### Sequential cells coloured by netlist name

Bar = 200 microns. Other sequential cells in the stronger grey, the rest of the logic in the fainter grey.
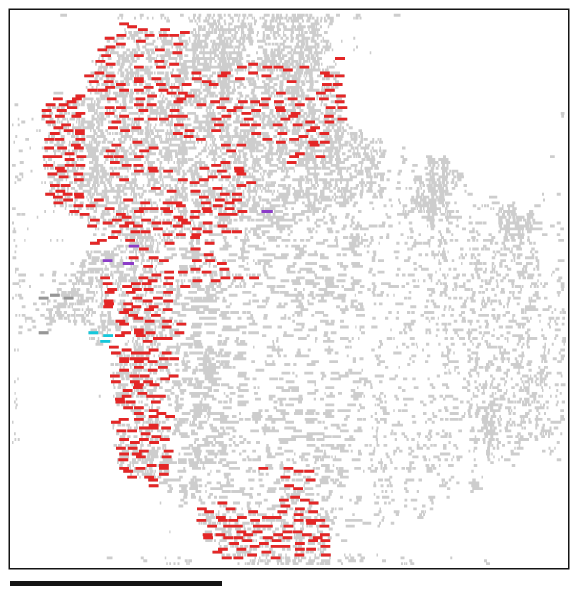
### Cell classes on the final placement

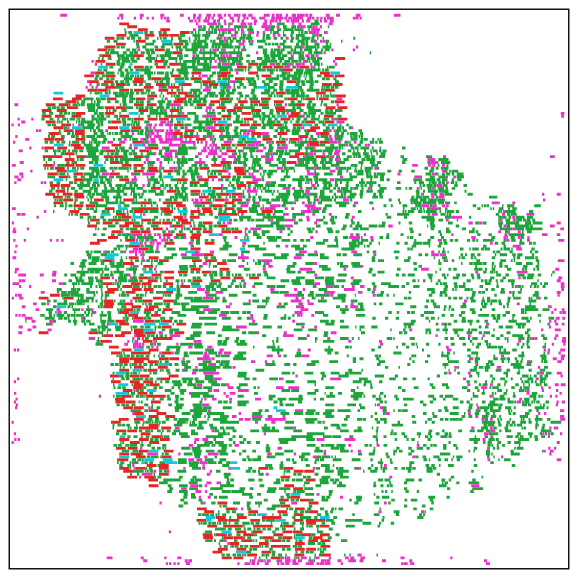
### Signal metal coverage by tile

Bar = 200 microns. 26 x 26 tiles, from dark blue (low) to red (high), scaled to the fullest tile. Values are wire area over tile area, all layers added.
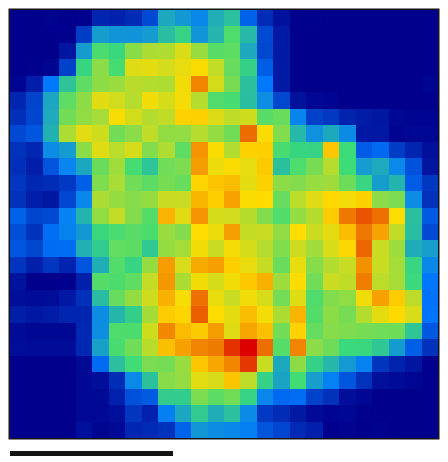
### Congestion heat map

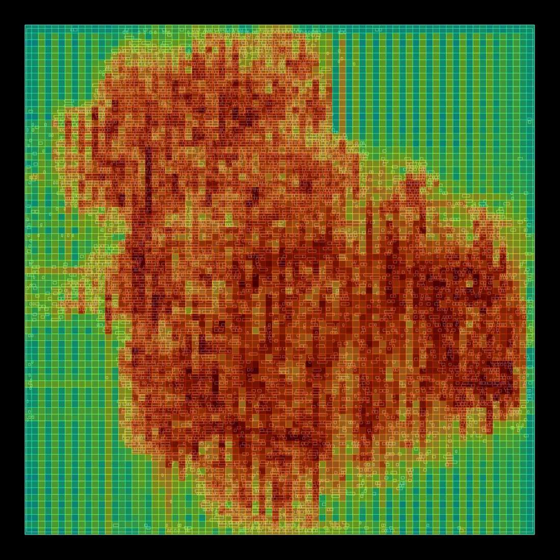
### Signal wires by layer

Bar = 200 microns.
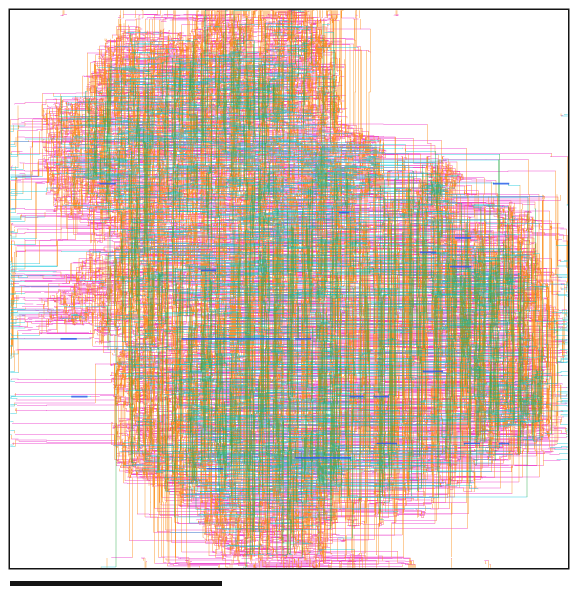
`src/rtl/sq_pkg.sv`:
```
// Shared store-queue types: access size, per-entry state and payload, plus
// byte-lane helpers used by both the queue and its load lookup.
package sq_pkg;

  typedef enum logic [1:0] {
    MEM_BYTE = 2'd0,
    MEM_HALF = 2'd1,
    MEM_WORD = 2'd2
  } MEM_SIZE;

  typedef enum logic [1:0] {
    SQ_FREE   = 2'd0,
    SQ_ALLOC  = 2'd1,
    SQ_EXEC   = 2'd2,
    SQ_COMMIT = 2'd3
  } SQ_STATE;

  typedef struct packed {
    SQ_STATE     state;
    logic [31:0] addr;
    logic [31:0] data;
    MEM_SIZE     size;
  } SQ_ENTRY;

  // Byte lanes touched within the aligned word.
  function automatic logic [3:0] byte_mask(input MEM_SIZE size, input logic [1:0] off);
    case (size)
      MEM_BYTE: byte_mask = 4'b0001 << off;
      MEM_HALF: byte_mask = 4'b0011 << {off[1], 1'b0};
      default:  byte_mask = 4'b1111;
    endcase
  endfunction

  function automatic logic misaligned(input MEM_SIZE size, input logic [1:0] off);
    case (size)
      MEM_BYTE: misaligned = 1'b0;
      MEM_HALF: misaligned = off[0];
      MEM_WORD: misaligned = (off != 2'b00);
      default:  misaligned = 1'b1;
    endcase
  endfunction

endpackage

```
`src/rtl/sq_fwd_lookup.sv`:
```
// Store-to-load forwarding for one load port: picks the youngest older store
// that is unresolved or overlaps the load, then forwards or requests a replay.
module sq_fwd_lookup
  import sq_pkg::*;
#(
  parameter  int unsigned N_SQ  = 8,
  localparam int unsigned IDX_W = $clog2(N_SQ) + 1
) (
  input  SQ_ENTRY [N_SQ-1:0] entries,
  input  logic [IDX_W-1:0]   head,
  input  logic               ld_valid,
  input  logic [31:0]        ld_addr,
  input  MEM_SIZE            ld_size,
  input  logic [IDX_W-1:0]   ld_sq_tail,
  output logic               fwd_valid,
  output logic [31:0]        fwd_data,
  output logic               stall
);

  localparam int unsigned PTR_W = $clog2(N_SQ);

  logic [IDX_W-1:0] span;
  logic [IDX_W-1:0] count;
  logic [3:0]       ld_mask;
  logic [3:0]       st_mask;
  logic             hit;
  logic [PTR_W-1:0] sel_slot;
  logic [31:0]      word;
  logic [31:0]      size_mask;

  function automatic logic qualifies(input SQ_ENTRY e, input logic [29:0] word_addr,
                                     input logic [3:0] mask);
    logic resolved;
    resolved = (e.state == SQ_EXEC) || (e.state == SQ_COMMIT);
    return (e.state == SQ_ALLOC) ||
           (resolved && (e.addr[31:2] == word_addr) &&
            ((byte_mask(e.size, e.addr[1:0]) & mask) != 4'b0000));
  endfunction

  always_comb begin
    fwd_valid = 1'b0;
    fwd_data  = '0;
    stall     = 1'b0;
    hit       = 1'b0;
    sel_slot  = '0;
    span      = ld_sq_tail - head;
    // A snapshot behind head means every older store has already drained.
    count     = (span > IDX_W'(N_SQ)) ? '0 : span;
    ld_mask   = byte_mask(ld_size, ld_addr[1:0]);

    // Oldest to youngest; the last qualifying entry is the youngest.
    for (int k = 0; k < N_SQ; k++) begin
      if ((IDX_W'(k) < count) &&
          qualifies(entries[PTR_W'(head[PTR_W-1:0] + PTR_W'(k))], ld_addr[31:2], ld_mask)) begin
        hit      = 1'b1;
        sel_slot = PTR_W'(head[PTR_W-1:0] + PTR_W'(k));
      end
    end

    st_mask = byte_mask(entries[sel_slot].size, entries[sel_slot].addr[1:0]);
    word    = entries[sel_slot].data << {entries[sel_slot].addr[1:0], 3'b000};
    word    = word >> {ld_addr[1:0], 3'b000};
    case (ld_size)
      MEM_BYTE: size_mask = 32'h0000_00FF;
      MEM_HALF: size_mask = 32'h0000_FFFF;
      default:  size_mask = 32'hFFFF_FFFF;
    endcase

    if (ld_valid && hit) begin
      if ((entries[sel_slot].state == SQ_ALLOC) || ((st_mask & ld_mask) != ld_mask)) begin
        stall = 1'b1;
      end else begin
        fwd_valid = 1'b1;
        fwd_data  = word & size_mask;
      end
    end
  end

endmodule

```
`src/rtl/store_queue_fwd.sv`:
```
// Circular store queue: in-order allocate, out-of-order execute capture,
// retire-driven commit, one-per-cycle dcache drain, and tail-rollback squash.
module store_queue_fwd
  import sq_pkg::*;
#(
  parameter  int unsigned N_WAY = 2,
  parameter  int unsigned N_SQ  = 8,
  parameter  int unsigned N_LD  = 2,
  parameter  int unsigned TAG_W = 6,
  localparam int unsigned IDX_W = $clog2(N_SQ) + 1,
  localparam int unsigned CNT_W = $clog2(N_WAY) + 1
) (
  input  logic                     clock,
  input  logic                     reset,
  input  logic [CNT_W-1:0]         dis_num,
  output logic [N_WAY*IDX_W-1:0]   dis_idx,
  output logic [CNT_W-1:0]         free_slots,
  output logic                     full,
  output logic                     empty,
  input  logic [N_WAY-1:0]         ex_valid,
  input  logic [N_WAY*IDX_W-1:0]   ex_idx,
  input  logic [N_WAY*32-1:0]      ex_addr,
  input  logic [N_WAY*32-1:0]      ex_data,
  input  logic [N_WAY*2-1:0]       ex_size,
  input  logic [CNT_W-1:0]         ret_num,
  input  logic [N_LD-1:0]          ld_valid,
  input  logic [N_LD*32-1:0]       ld_addr,
  input  logic [N_LD*2-1:0]        ld_size,
  input  logic [N_LD*IDX_W-1:0]    ld_sq_tail,
  input  logic [N_LD*TAG_W-1:0]    ld_tag,
  output logic [N_LD-1:0]          ld_fwd_valid,
  output logic [N_LD*32-1:0]       ld_fwd_data,
  output logic [N_LD*TAG_W-1:0]    ld_fwd_tag,
  output logic [N_LD-1:0]          ld_stall,
  output logic                     dc_req_valid,
  output logic [31:0]              dc_req_addr,
  output logic [31:0]              dc_req_data,
  output logic [1:0]               dc_req_size,
  input  logic                     dc_req_ready,
  input  logic                     squash,
  input  logic [IDX_W-1:0]         squash_tail
);

  localparam int unsigned PTR_W = $clog2(N_SQ);

  SQ_ENTRY [N_SQ-1:0] entries;
  SQ_ENTRY [N_SQ-1:0] entries_nxt;
  SQ_ENTRY            head_entry;
  logic [IDX_W-1:0]   head, head_nxt;
  logic [IDX_W-1:0]   commit_ptr, commit_nxt;
  logic [IDX_W-1:0]   tail, tail_nxt;
  logic [IDX_W-1:0]   occupancy, free_cnt, sq_len;
  logic [PTR_W-1:0]   ex_slot [N_WAY];
  logic [N_WAY-1:0]   ex_live;
  logic               drain;
  logic               ret_ok, ex_ok, ld_ok;

  assign occupancy  = tail - head;
  assign free_cnt   = IDX_W'(N_SQ) - occupancy;
  assign full       = (tail[PTR_W-1:0] == head[PTR_W-1:0]) && (tail[PTR_W] != head[PTR_W]);
  assign empty      = (tail == head);
  assign free_slots = (free_cnt < IDX_W'(N_WAY)) ? CNT_W'(free_cnt) : CNT_W'(N_WAY);

  assign head_entry   = entries[head[PTR_W-1:0]];
  assign dc_req_valid = (head_entry.state == SQ_COMMIT);
  assign dc_req_addr  = head_entry.addr;
  assign dc_req_data  = head_entry.data;
  assign dc_req_size  = head_entry.size;
  assign drain        = dc_req_valid && dc_req_ready;

  // The wrap bit rejects late execute results aimed at a recycled slot.
  for (genvar i = 0; i < N_WAY; i++) begin : g_way
    logic [IDX_W-1:0] ex_off;
    assign dis_idx[i*IDX_W +: IDX_W] = tail + IDX_W'(i);
    assign ex_off     = ex_idx[i*IDX_W +: IDX_W] - head;
    assign ex_slot[i] = ex_idx[i*IDX_W +: PTR_W];
    assign ex_live[i] = (ex_off < occupancy);
  end

  // Next state; squash is applied last so it overrides same-cycle execute writes.
  always_comb begin
    entries_nxt = entries;
    head_nxt    = head;
    commit_nxt  = commit_ptr;
    tail_nxt    = tail;
    sq_len      = tail - squash_tail;

    if (!squash) begin
      for (int i = 0; i < N_WAY; i++) begin
        if (CNT_W'(i) < dis_num)
          entries_nxt[PTR_W'(tail[PTR_W-1:0] + PTR_W'(i))].state = SQ_ALLOC;
      end
      tail_nxt = tail + IDX_W'(dis_num);
    end

    for (int i = 0; i < N_WAY; i++) begin
      if (ex_valid[i] && ex_live[i] && (entries[ex_slot[i]].state == SQ_ALLOC)) begin
        entries_nxt[ex_slot[i]] = '{state: SQ_EXEC,
                                    addr:  ex_addr[i*32 +: 32],
                                    data:  ex_data[i*32 +: 32],
                                    size:  MEM_SIZE'(ex_size[i*2 +: 2])};
      end
    end

    for (int i = 0; i < N_WAY; i++) begin
      if (CNT_W'(i) < ret_num)
        entries_nxt[PTR_W'(commit_ptr[PTR_W-1:0] + PTR_W'(i))].state = SQ_COMMIT;
    end
    commit_nxt = commit_ptr + IDX_W'(ret_num);

    if (drain) begin
      entries_nxt[head[PTR_W-1:0]].state = SQ_FREE;
      head_nxt = head + IDX_W'(1);
    end

    if (squash) begin
      for (int j = 0; j < N_SQ; j++) begin
        if (IDX_W'(PTR_W'(PTR_W'(j) - squash_tail[PTR_W-1:0])) < sq_len)
          entries_nxt[j].state = SQ_FREE;
      end
      tail_nxt = squash_tail;
    end
  end

  always_ff @(posedge clock or negedge reset) begin
    if (!reset) begin
      entries    <= '0;
      head       <= '0;
      commit_ptr <= '0;
      tail       <= '0;
    end else begin
      entries    <= entries_nxt;
      head       <= head_nxt;
      commit_ptr <= commit_nxt;
      tail       <= tail_nxt;
    end
  end

  for (genvar p = 0; p < N_LD; p++) begin : g_ld
    sq_fwd_lookup #(.N_SQ(N_SQ)) u_lookup (
      .entries    (entries),
      .head       (head),
      .ld_valid   (ld_valid[p]),
      .ld_addr    (ld_addr[p*32 +: 32]),
      .ld_size    (MEM_SIZE'(ld_size[p*2 +: 2])),
      .ld_sq_tail (ld_sq_tail[p*IDX_W +: IDX_W]),
      .fwd_valid  (ld_fwd_valid[p]),
      .fwd_data   (ld_fwd_data[p*32 +: 32]),
      .stall      (ld_stall[p])
    );
  end

  assign ld_fwd_tag = ld_tag;

  // Upstream contract checks.
  always_comb begin
    ret_ok = 1'b1;
    ex_ok  = 1'b1;
    ld_ok  = 1'b1;
    for (int i = 0; i < N_WAY; i++) begin
      if ((CNT_W'(i) < ret_num) &&
          (entries[PTR_W'(commit_ptr[PTR_W-1:0] + PTR_W'(i))].state != SQ_EXEC))
        ret_ok = 1'b0;
      if (ex_valid[i] && misaligned(MEM_SIZE'(ex_size[i*2 +: 2]), ex_addr[i*32 +: 2]))
        ex_ok = 1'b0;
    end
    for (int p = 0; p < N_LD; p++) begin
      if (ld_valid[p] && misaligned(MEM_SIZE'(ld_size[p*2 +: 2]), ld_addr[p*32 +: 2]))
        ld_ok = 1'b0;
    end
  end

  a_dis_fit:  assert property (@(posedge clock) disable iff (!reset) squash || (dis_num <= free_slots));
  a_ret_exec: assert property (@(posedge clock) disable iff (!reset) ret_ok);
  a_ex_align: assert property (@(posedge clock) disable iff (!reset) ex_ok);
  a_ld_align: assert property (@(posedge clock) disable iff (!reset) ld_ok);

endmodule

```
`config.mk`:
```
export PLATFORM = sky130hd
export DESIGN_NAME = store_queue_fwd
export DESIGN_NICKNAME = d
export VERILOG_FILES = /design/src/rtl/sq_pkg.sv /design/src/rtl/sq_fwd_lookup.sv /design/src/rtl/store_queue_fwd.sv
export SDC_FILE = /design/constraint.sdc
export NUM_CORES = 2
export LEC_CHECK = 0
export CAP_MARGIN = 15
export CORE_MARGIN = 1.5
export CORE_UTILIZATION = 23
export CTS_BUF_LIST = sky130_fd_sc_hd__clkbuf_4 sky130_fd_sc_hd__clkbuf_8 sky130_fd_sc_hd__clkbuf_16
export CTS_CLUSTER_SIZE = 10
export DETAILED_ROUTE_END_ITERATION = 8
export GPL_TIMING_DRIVEN = 0
export SKIP_LAST_GASP = 1
export SLEW_MARGIN = 20
export SYNTH_ARGS = -nofsm -noshare
export SYNTH_HDL_FRONTEND = slang
export SYNTH_SLANG_ARGS = --single-unit
```
`constraint.sdc`:
```
create_clock -name clock -period 12.4 [get_ports clock]
set_clock_uncertainty 0.05 [all_clocks]
set_input_delay 3.72 -clock clock [delete_from_list [all_inputs] [get_ports clock]]
set_output_delay 3.72 -clock clock [all_outputs]
set_load 0.02 [all_outputs]
```
==> flow_summary_export.csv <==
group,metric,value,unit
run_status,status,"complete, but fails checks",
run_status,violations,"negative setup slack",
layout,clk_share,2.52,%
yosys,edf_count,0,
yosys,yosysUniqueCellTypes,109,
yosys,synthMuxAreaShare,36.3,%
layout,nonClockInverterCount,121,
yosys,yosysWarnings,0,
final_timing,hold_viol,0,
worst_setup_path,crit_end,"ld_fwd_data[38]",
worst_setup_path,cp-startpoint,"head[0]",
worst_setup_path,cpPeakStageDelay,0.77,ns
yosys,ys_top_cells_by_area,"dfrtp_1 (22%), mux2i_1 (21%), mux4_2 (13%)",
layout,flop_area,13900,sq um
clocking,cts_hold_buffers,0,
layout,finalNetCount,7765,
floorplan,io-pin-count,403,
clocking,clk_pin_slew_worst_paths,0.06,ns
yosys,synthTopCellsByCount,"mux2i_1 (1288), nor2_1 (653), a21oi_1 (592)",
place,dp.cells,10736,
global_route,grt_first_pass_wirelength,665,mm
place,portBuffers,210,
clocking,ctsHtreeMaxLevel,3,
worst_setup_path,start_kind,"register",
clocking,clock-sinks,555,
worst_setup_path,path_max_fanout,10,
layout,buf_share,12.9,%
yosys,synth_top_flop_cell,"dfrtp_1",
worst_setup_path,cp_data_required_time,8.63,ns
detailed_routing,drc,0,
clocking,cts-resized-gates,1143,
clocking,post_cts_buffers,160,
yosys,ys_cells,6914,
flow_run,log.warning_count,36,
detailed_routing,first_pass_iters,6,
worst_setup_path,timing.rr.start,"head[2]",
final_timing,slew_headroom,10.9,%
final_timing,setup_ws,-1.12,ns
final_timing,setup_viol,68,
global_route,grt_max_degree,87,
place,hpwlAfterDp,405,mm
yosys,top_area_share,22.1,%
floorplan,die-area,276000,sq um
yosys,synth_area,62900,sq um
layout,fill_cells,28734,
yosys,xor_share,5.87,%
floorplan,rows,191,
clocking,root_buffer,"clkbuf_16",
yosys,yosysTopAreaCell,"dfrtp_1",
yosys,compound_area_share,14.8,%
worst_setup_path,cp_common_cell,"buf_12",
layout,flops,555,
layout,layout-area-overhead-vs-synth,26.3,%
hold_path,hold_class,"register to register",
place,gp_congestion,1.12,
worst_setup_path,ff2ff_setup_slack,5.05,ns
place,place_ws,-5.98,ns
floorplan,coreArea,271000,sq um
yosys,ys_sh_simple,13.0,%
layout,comb_area,48100,sq um
layout,antennaDiodeCount,27,
detailed_routing,drtIter0Drc,10824,
final_timing,worstMarginPinSlew,1.34,ns
global_route,antenna_found_initial,43,
layout,nClkBuffers,77,
yosys,synthCells,6914,
yosys,async_flop_share,100,%
layout,lay_top_cells,"mux2i_1 (1164), nor2_1 (642), a21oi_1 (571)",
global_route,grt_remaining_overflow,0,
layout,drive_gt1_share,25.7,%
yosys,logic_family,"multiplexers",
worst_setup_path,critical_path_class,"register to output pin",
layout,num-nonclk-buffers,1239,
worst_setup_path,critPathArrivalTime,9.75,ns
clocking,cts_tree,"yes",
detailed_routing,via_per_inst,6.33,
layout,seq_area_share,17.5,%
worst_setup_path,crit_path_end_kind,"output pin",
yosys,adder_share,1.22,%
About 'Sequential cells coloured by netlist name':
entries -> red  # placed flops 544
commit_ptr -> cyan  # placed flops 3
head -> purple  # placed flops 4, where left middle
not coloured = 4

About 'Cell classes on the final placement':
combinational and other logic -> green  # cells 5601, share of their area 65%
remaining buffers and delay cells -> magenta  # cells 1239, share of their area 14%
sequential cells -> red  # cells 555, share of their area 19%
clock drivers and dummy loads -> cyan  # cells 89, share of their area 2.7%

About 'Signal metal coverage by tile':
nearly empty tiles = 19%
densest ninth of the die = middle
mean over tiles = 0.34
emptiest ninth of the die = top right
tiles over half the peak = 46%
total routed wirelength: 520 mm
GRT Overall Usage: 36.0%

About 'Congestion heat map':
GR Layer Usage met3: 15.6%
Final Core Density: 29.3%
met2 usage: 49.5%
GR peak layer: met2
routed length per instance: 46.9 microns

About 'Signal wires by layer':
metal 1 -> magenta  # wire length 199 mm
metal 4 -> green  # wire length 45.8 mm
metal 5 -> blue  # wire length 385 microns
metal 3 -> cyan  # wire length 72.8 mm
metal 2 -> orange  # wire length 203 mm
DR vias: 70.2k

[metrics by stage]
step | instance area (sq um) | hold WS (ns)
floorplan | 63000 | 0.501
global placement | 69500 | 0.549
detailed placement | 70600 | 0.550
CTS | 77900 | 0.563
global route | 79400 | 0.614
finish | 79400 | 0.574
[worst min-delay path by stage]
stage | end | slack, ns
2_1_floorplan | entries[484] | 0.50
3_3_place_gp | entries[500] | 0.55
3_5_place_dp | entries[498] | 0.55
4_1_cts | entries[498] | 0.56
5_1_grt | entries[502] | 0.61
6_report | commit_ptr[0] | 0.57
[flip-flops by register name, summed over array words and instances (netlist names)]
register and count:
commit_ptr 3, entries 544, head 4, tail 4
[routing by layer]
metal | global-route usage (%) | share of wire, % | up-vias
met3 | 15.6 | 14 | 1686
met5 | 0.260 | 0.074 | -
met4 | 25.7 | 8.8 | 38
met1 | 44.6 | 38 | 35530
li1 | - | - | 26830
met2 | 49.5 | 39 | 6087
[cell families after synthesis]
kind of cell / after synthesis
multiplexers: 1798
AND/OR/NAND/NOR: 1739
AND-OR/OR-AND: 1465
buffers and inverters: 880
flip-flops: 555
XOR/XNOR: 421
adder cells (fa/ha/maj): 56
[critical path, delay by kind of cell (launching register included)]
family | cells | cell delay (ns)
AND/OR/NAND/NOR | 8 | 2.28
buffers and inverters | 12 | 2.83
XOR/XNOR | 1 | 0.77
AND-OR/OR-AND | 8 | 2.52
flip-flops | 1 | 0.51
